[src/rtl/tt_puf_pkg.sv]
// rtl/tt_puf_pkg.sv - shared types and constants for the PUF sampler
// Contents: controller state encoding, synchroniser depth, vote-counter width helper.
package tt_puf_pkg;

   typedef enum logic [2:0] {
      IDLE  = 3'd0,
      RISE  = 3'd1,
      SAMP  = 3'd2,
      FALL  = 3'd3,
      VOTE  = 3'd4,
      VALID = 3'd5
   } state_t;

   localparam int SYNC_STAGES = 2;

   // Wide enough to hold 0..n votes, so the counter can never overflow.
   function automatic int vote_w(input int n);
      return $clog2(n + 1);
   endfunction

endpackage

[src/rtl/tt_arbiter_chain.sv]
// rtl/tt_arbiter_chain.sv - key-controlled switch chain ending in an arbiter
// Ports:
//   pulse   in  1       launch edge fed into both paths
//   key     in  STAGES  per-stage select: 1 = crossed, 0 = straight
//   arb_out out 1       1 = top path won the race
module tt_arbiter_chain #(
   parameter int STAGES = 12
) (
   input  logic              pulse,
   input  logic [STAGES-1:0] key,
   output logic              arb_out
);

   logic top;
   logic bot;

   // Each mux stage either passes the two paths straight or swaps them.
   // In zero-delay simulation both paths arrive together and the arbiter
   // reads 0; the physical layout supplies the mismatch that decides the race.
   always_comb begin
      top = pulse;
      bot = pulse;
      for (int s = 0; s < STAGES; s++) begin
         if (key[s]) begin
            {top, bot} = {bot, top};
         end
      end
      // Steady-state view of the cross-coupled NAND pair: set when top leads.
      arb_out = top & ~bot;
   end

endmodule

[src/rtl/tt_puf_sampler.sv]
// rtl/tt_puf_sampler.sv - multi-chain arbiter PUF sampler with majority voting
// Ports:
//   clk, rst_n          clock, asynchronous active-low reset
//   start, chal         measurement request and challenge (taken while idle)
//   busy                high whenever the controller is not idle
//   resp_valid/ready    result handshake
//   resp                majority-voted arbiter bit per chain
//   stable              1 = every sample agreed for that chain
module tt_puf_sampler
   import tt_puf_pkg::*;
#(
   parameter int N_CHAINS   = 4,
   parameter int STAGES     = 12,
   parameter int KEY_W      = 4,
   parameter int N_SAMPLES  = 5,
   parameter int SETTLE_CYC = 8,
   parameter int RELAX_CYC  = 4
) (
   input  logic                clk,
   input  logic                rst_n,
   input  logic                start,
   input  logic [KEY_W-1:0]    chal,
   output logic                busy,
   output logic                resp_valid,
   input  logic                resp_ready,
   output logic [N_CHAINS-1:0] resp,
   output logic [N_CHAINS-1:0] stable
);

   localparam int VW  = vote_w(N_SAMPLES);
   localparam int PW  = $clog2(SETTLE_CYC + RELAX_CYC + 1);
   localparam int SPK = STAGES / KEY_W;
   localparam logic [VW-1:0] HALF      = VW'(N_SAMPLES / 2);
   localparam logic [VW-1:0] ALL       = VW'(N_SAMPLES);
   localparam logic [PW-1:0] RISE_LAST = PW'(SETTLE_CYC - 1);
   localparam logic [PW-1:0] FALL_LAST = PW'(RELAX_CYC - 1);

   if ((N_SAMPLES % 2) == 0 || N_SAMPLES < 1) begin : g_err_samples
      $error("N_SAMPLES must be odd and at least 1");
   end
   if ((STAGES % KEY_W) != 0) begin : g_err_stages
      $error("STAGES must be a multiple of KEY_W");
   end
   if (SETTLE_CYC < 3) begin : g_err_settle
      $error("SETTLE_CYC must be at least 3");
   end
   if (RELAX_CYC < 1) begin : g_err_relax
      $error("RELAX_CYC must be at least 1");
   end

   state_t              state;
   state_t              state_nxt;
   logic [KEY_W-1:0]    chal_q;
   logic [PW-1:0]       phase;
   logic [VW-1:0]       samp_cnt;
   logic [VW-1:0]       votes [N_CHAINS];
   logic [N_CHAINS-1:0] sync_q [SYNC_STAGES];
   logic [N_CHAINS-1:0] arb_raw;
   logic [N_CHAINS-1:0] arb;
   logic [STAGES-1:0]   key;
   logic                pulse;
   logic                samp_last;

   // Each challenge bit steers a run of SPK consecutive stages.
   for (genvar s = 0; s < STAGES; s++) begin : g_key
      assign key[s] = chal_q[s / SPK];
   end

   for (genvar c = 0; c < N_CHAINS; c++) begin : g_chain
      tt_arbiter_chain #(.STAGES(STAGES)) u_chain (
         .pulse   (pulse),
         .key     (key),
         .arb_out (arb_raw[c])
      );
   end

   assign arb       = arb_raw;
   assign samp_last = (samp_cnt + VW'(1)) == ALL;

   // Pulse and status are decoded from state so that the async reset
   // drops them in the same timestep it is asserted.
   always_comb begin
      state_nxt  = state;
      pulse      = 1'b0;
      busy       = 1'b1;
      resp_valid = 1'b0;
      unique case (state)
         IDLE: begin
            busy = 1'b0;
            if (start) state_nxt = RISE;
         end
         RISE: begin
            pulse = 1'b1;
            if (phase == RISE_LAST) state_nxt = SAMP;
         end
         SAMP: begin
            pulse     = 1'b1;
            state_nxt = FALL;
         end
         FALL: begin
            if (phase == FALL_LAST) state_nxt = samp_last ? VOTE : RISE;
         end
         VOTE: state_nxt = VALID;
         VALID: begin
            resp_valid = 1'b1;
            if (resp_ready) state_nxt = IDLE;
         end
         default: state_nxt = IDLE;
      endcase
   end

   always_ff @(posedge clk or negedge rst_n) begin
      if (!rst_n) begin
         state    <= IDLE;
         chal_q   <= '0;
         phase    <= '0;
         samp_cnt <= '0;
         resp     <= '0;
         stable   <= '0;
         for (int i = 0; i < N_CHAINS; i++) votes[i] <= '0;
      end else begin
         state <= state_nxt;
         case (state)
            IDLE: begin
               if (start) begin
                  chal_q   <= chal;
                  phase    <= '0;
                  samp_cnt <= '0;
                  for (int i = 0; i < N_CHAINS; i++) votes[i] <= '0;
               end
            end
            RISE: phase <= (phase == RISE_LAST) ? '0 : phase + PW'(1);
            SAMP: begin
               for (int i = 0; i < N_CHAINS; i++) begin
                  votes[i] <= votes[i] + VW'(sync_q[SYNC_STAGES-1][i]);
               end
            end
            FALL: begin
               if (phase == FALL_LAST) begin
                  phase    <= '0;
                  samp_cnt <= samp_cnt + VW'(1);
               end else begin
                  phase <= phase + PW'(1);
               end
            end
            VOTE: begin
               for (int i = 0; i < N_CHAINS; i++) begin
                  resp[i]   <= votes[i] > HALF;
                  stable[i] <= (votes[i] == '0) || (votes[i] == ALL);
               end
            end
            default: ;
         endcase
      end
   end

   // Arbiter outputs can resolve at any time relative to clk.
   always_ff @(posedge clk or negedge rst_n) begin
      if (!rst_n) begin
         for (int s = 0; s < SYNC_STAGES; s++) sync_q[s] <= '0;
      end else begin
         sync_q[0] <= arb;
         for (int s = 1; s < SYNC_STAGES; s++) sync_q[s] <= sync_q[s-1];
      end
   end

endmodule

[config.mk]
export PLATFORM = sky130hd
export DESIGN_NAME = tt_puf_sampler
export DESIGN_NICKNAME = d
export VERILOG_FILES = /design/src/rtl/tt_puf_pkg.sv /design/src/rtl/tt_arbiter_chain.sv /design/src/rtl/tt_puf_sampler.sv
export SDC_FILE = /design/constraint.sdc
export NUM_CORES = 1
export LEC_CHECK = 0
export CELL_PAD_IN_SITES_DETAIL_PLACEMENT = 0
export CELL_PAD_IN_SITES_GLOBAL_PLACEMENT = 1
export CORE_ASPECT_RATIO = 0.7
export CORE_MARGIN = 3
export CORE_UTILIZATION = 50
export CTS_BUF_LIST = sky130_fd_sc_hd__clkbuf_16
export DETAILED_ROUTE_END_ITERATION = 8
export PLACE_DENSITY = 0.83
export SYNTH_ARGS = -nofsm -noshare
export SYNTH_HDL_FRONTEND = slang
export SYNTH_HIERARCHICAL = 1
export SYNTH_SLANG_ARGS = --single-unit
export TNS_END_PERCENT = 1
[constraint.sdc]
create_clock -name clk -period 2.9 [get_ports clk]
set_input_delay 0.58 -clock clk [delete_from_list [all_inputs] [get_ports clk]]
set_output_delay 0.58 -clock clk [all_outputs]
set_load 0.05 [all_outputs]
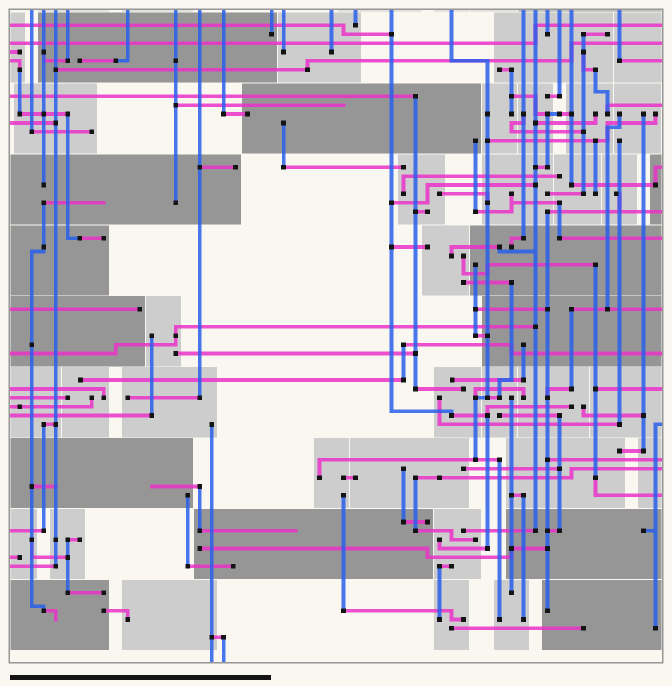
detail.png
Bar = 10 um. Region (27, 5) to (52, 30) um. Cells in grey, sequential cells in the stronger grey; small squares are vias.
layer	colour
metal 2	blue
metal 1	magenta
netlist names of flops here include	`votes` (6), `sync_q` (3)
most frequent	dfrtp_1 (10), nand2_1 (8), a21oi_1 (5)
sequential cells in the window	10
cells with their middle in the window	37

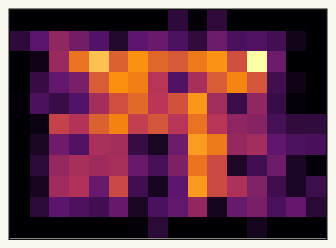
metal_density.png
16 x 11 tiles, from black (low) to pale yellow (high), scaled to the fullest tile. Values are wire area over tile area, all layers added.
tiles over half the peak	19%
densest ninth of the die	centre
nearly empty tiles	24%
fullest tile	0.43
mean over tiles	0.12

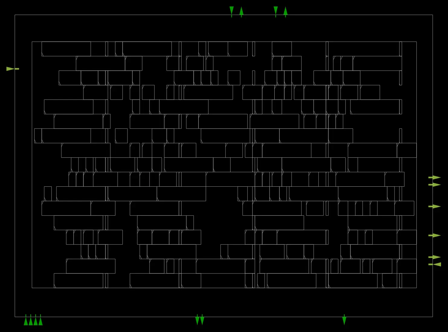
placement.png
tap cells: 47
row count: 17

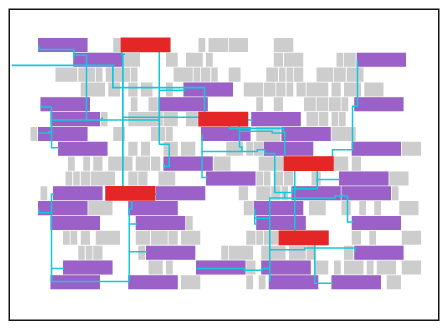
clk_routes.png
[clock wires] cyan | length: 450 um
[clock drivers] red | count: 5
[flip-flops] purple | count: 38
routed clock nets	6
Clock Latency Late Sink: 0.28 ns
clk pwr: 494 uW

-- report_power, final --
part | internal, uW | switching, uW
clock | 307 | 187
sequential | 573 | 46.2
combinational | 54.0 | 60.8
total | 934 | 294
-- metal layers --
metal	vias to the layer above	global-route usage, %	share of wire, %
li1	637	-	-
met1	604	23.4	49
met2	16	25.9	46
met3	3	4.97	3.4
met4	0	5.99	0.75
met5	-	0	0
-- flip-flops by register name, indices dropped and copies added, names as in the netlist --
register and cells:
votes 12, sync_q 8, phase 4, resp 4, stable 4, samp_cnt 3
state 3
-- cell type report --
class	count	area (um^2)	share of cell area [%]
flip-flops and latches	38	951	45.3
multi-input cells	124	785	37.4
repair buffers	15	145	6.92
clock buffers	5	125	5.96
well taps	47	58.8	2.80
inverters	7	26.3	1.25
clock inverters	2	7.51	0.358
-- worst max-delay path, cell delays in order (launching register included) --
cell and delay, ns:
dfrtp_1 0.54, nor2b_1 0.22, nand2_1 0.09, inv_1 0.07
clkdlybuf4s50_1 0.79
-- per-stage QoR --
step,power (uW),hold slack [ns]
floorplan,701,0.284
global placement,731,0.332
detailed placement,742,0.339
CTS,1240,0.348
global route,1300,0.363
finish,1230,0.340
-- path summary, 6_finish.rpt --
check	from	endpoint	slack, ns	cells past startpoint
max	state[2]	resp_valid	0.34	4
min	sync_q[5]	sync_q[1]	0.34	0
max reg2reg	state[1]	samp_cnt[2]	0.92	3
min reg2reg	sync_q[5]	sync_q[1]	0.34	0
max in group asynchronous	rst_n	sync_q[3]	1.84	2
min in group asynchronous	rst_n	stable[1]	0.72	2
-- cell usage in the layout (no fill, tap or decap), types with 5 or more instances in the layout --
cell type	instances
a21oi_1	16
clkbuf_16	5
clkdlybuf4s50_1	13
dfrtp_1	38
ha_1	11
inv_1	9
nand2_1	30
nand2b_1	6
nand3_1	9
o21ai_0	8
==> flow_summary_export.csv <==
group,metric,value,unit
sta,rsz0062_at_grt,"false",
worst_hold_path,min_path_type,"register to register",
floorplanning,die_x,78.5,um
detailed_routing,vias,1260,
sta,setup-violations-final,0,
detailed_routing,first_iter_violations,76,
detailed_routing,detail_route.wl_per_cell,14.0,um
sta,slew_viol_final,0,
placed_design,pre_cts_ws,0.447,ns
detailed_routing,vias_per_cell,5.29,
sta,period_used_share,88.4,%
detailed_routing,firstDrtPassIters,4,
sta,tightest_slew,0.536,ns
synth,syn_area_per_cell,10.0,um^2
synth,syn_nets,202,
outcome,status,"finished clean",
clock_tree,cts_tree,"built",
clock_tree,cts_made_buffers,5,
critical_path,setup.worst_path.start_class,"register",
detailed_routing,drc,0,
layout,final_cells,238,
sta,hold_viol_final,0,
critical_path,critical_path.endpoint_type,"output port",
sta,max_freq,0.390,GHz
sta,period_needed,2.56,ns
critical_path,criticalPathCategory,"register to output port",
sta,clock_skew,0.00746,ns
critical_path,cp.arrival,1.98,ns
clock_tree,cts_root_buf,"clkbuf_16",
placed_design,portBuffers,13,
clock_tree,h-tree-depth,2,
layout,final_design_area_no_fill,0.00210,mm^2
floorplanning,io_pins,18,
layout,area_growth,14.2,%
floorplanning,fp-utilization,55.0,%
layout,nNetsFinal,210,
clock_tree,clkSinkCount,38,
job,maxCapViolCount,0,
clock_tree,postCtsSetupBuffers,0,
detailed_routing,antenna_left,0,
global_routing,antenna_found_initial,0,
critical_path,crit_fanout,13,
job,warnings,31,
global_routing,track_usage,17.1,%
placed_design,gp_congestion,0.760,
power,power.density,585,mW/mm^2
layout,fin_util,62.8,%
synth,syn_area,0.00184,mm^2
global_routing,overflow,0,
detailed_routing,drt_wl_total,3340,um
power,ir_worst_vdd,0.300,mV
placed_design,dp.cells,231,
layout,antenna_cells,0,
power,p_leak,0.00100,uW
layout,fillers,273,
placed_design,placed_cell_area,0.00197,mm^2
floorplanning,core,0.00334,mm^2
layout,layout-drive-gt1-share,6.28,%
global_routing,grt_start_max_net_pins,39,
synth,synth_cells,183,
sta,finalWorstSetupSlack,0.338,ns
clock_tree,clk_pin_slew,0.05,ns
clock_tree,clockBufferDepth,2,
global_routing,grt_pass1_wl,5830,um
floorplanning,die_h,56.7,um
global_routing,grt_pass1_vias,1262,
clock_tree,cts_resized,0,
critical_path,required,2.32,ns
placed_design,dp_hpwl,2320,um
Power figures rest on the tool's default switching activity, not on a simulated workload.
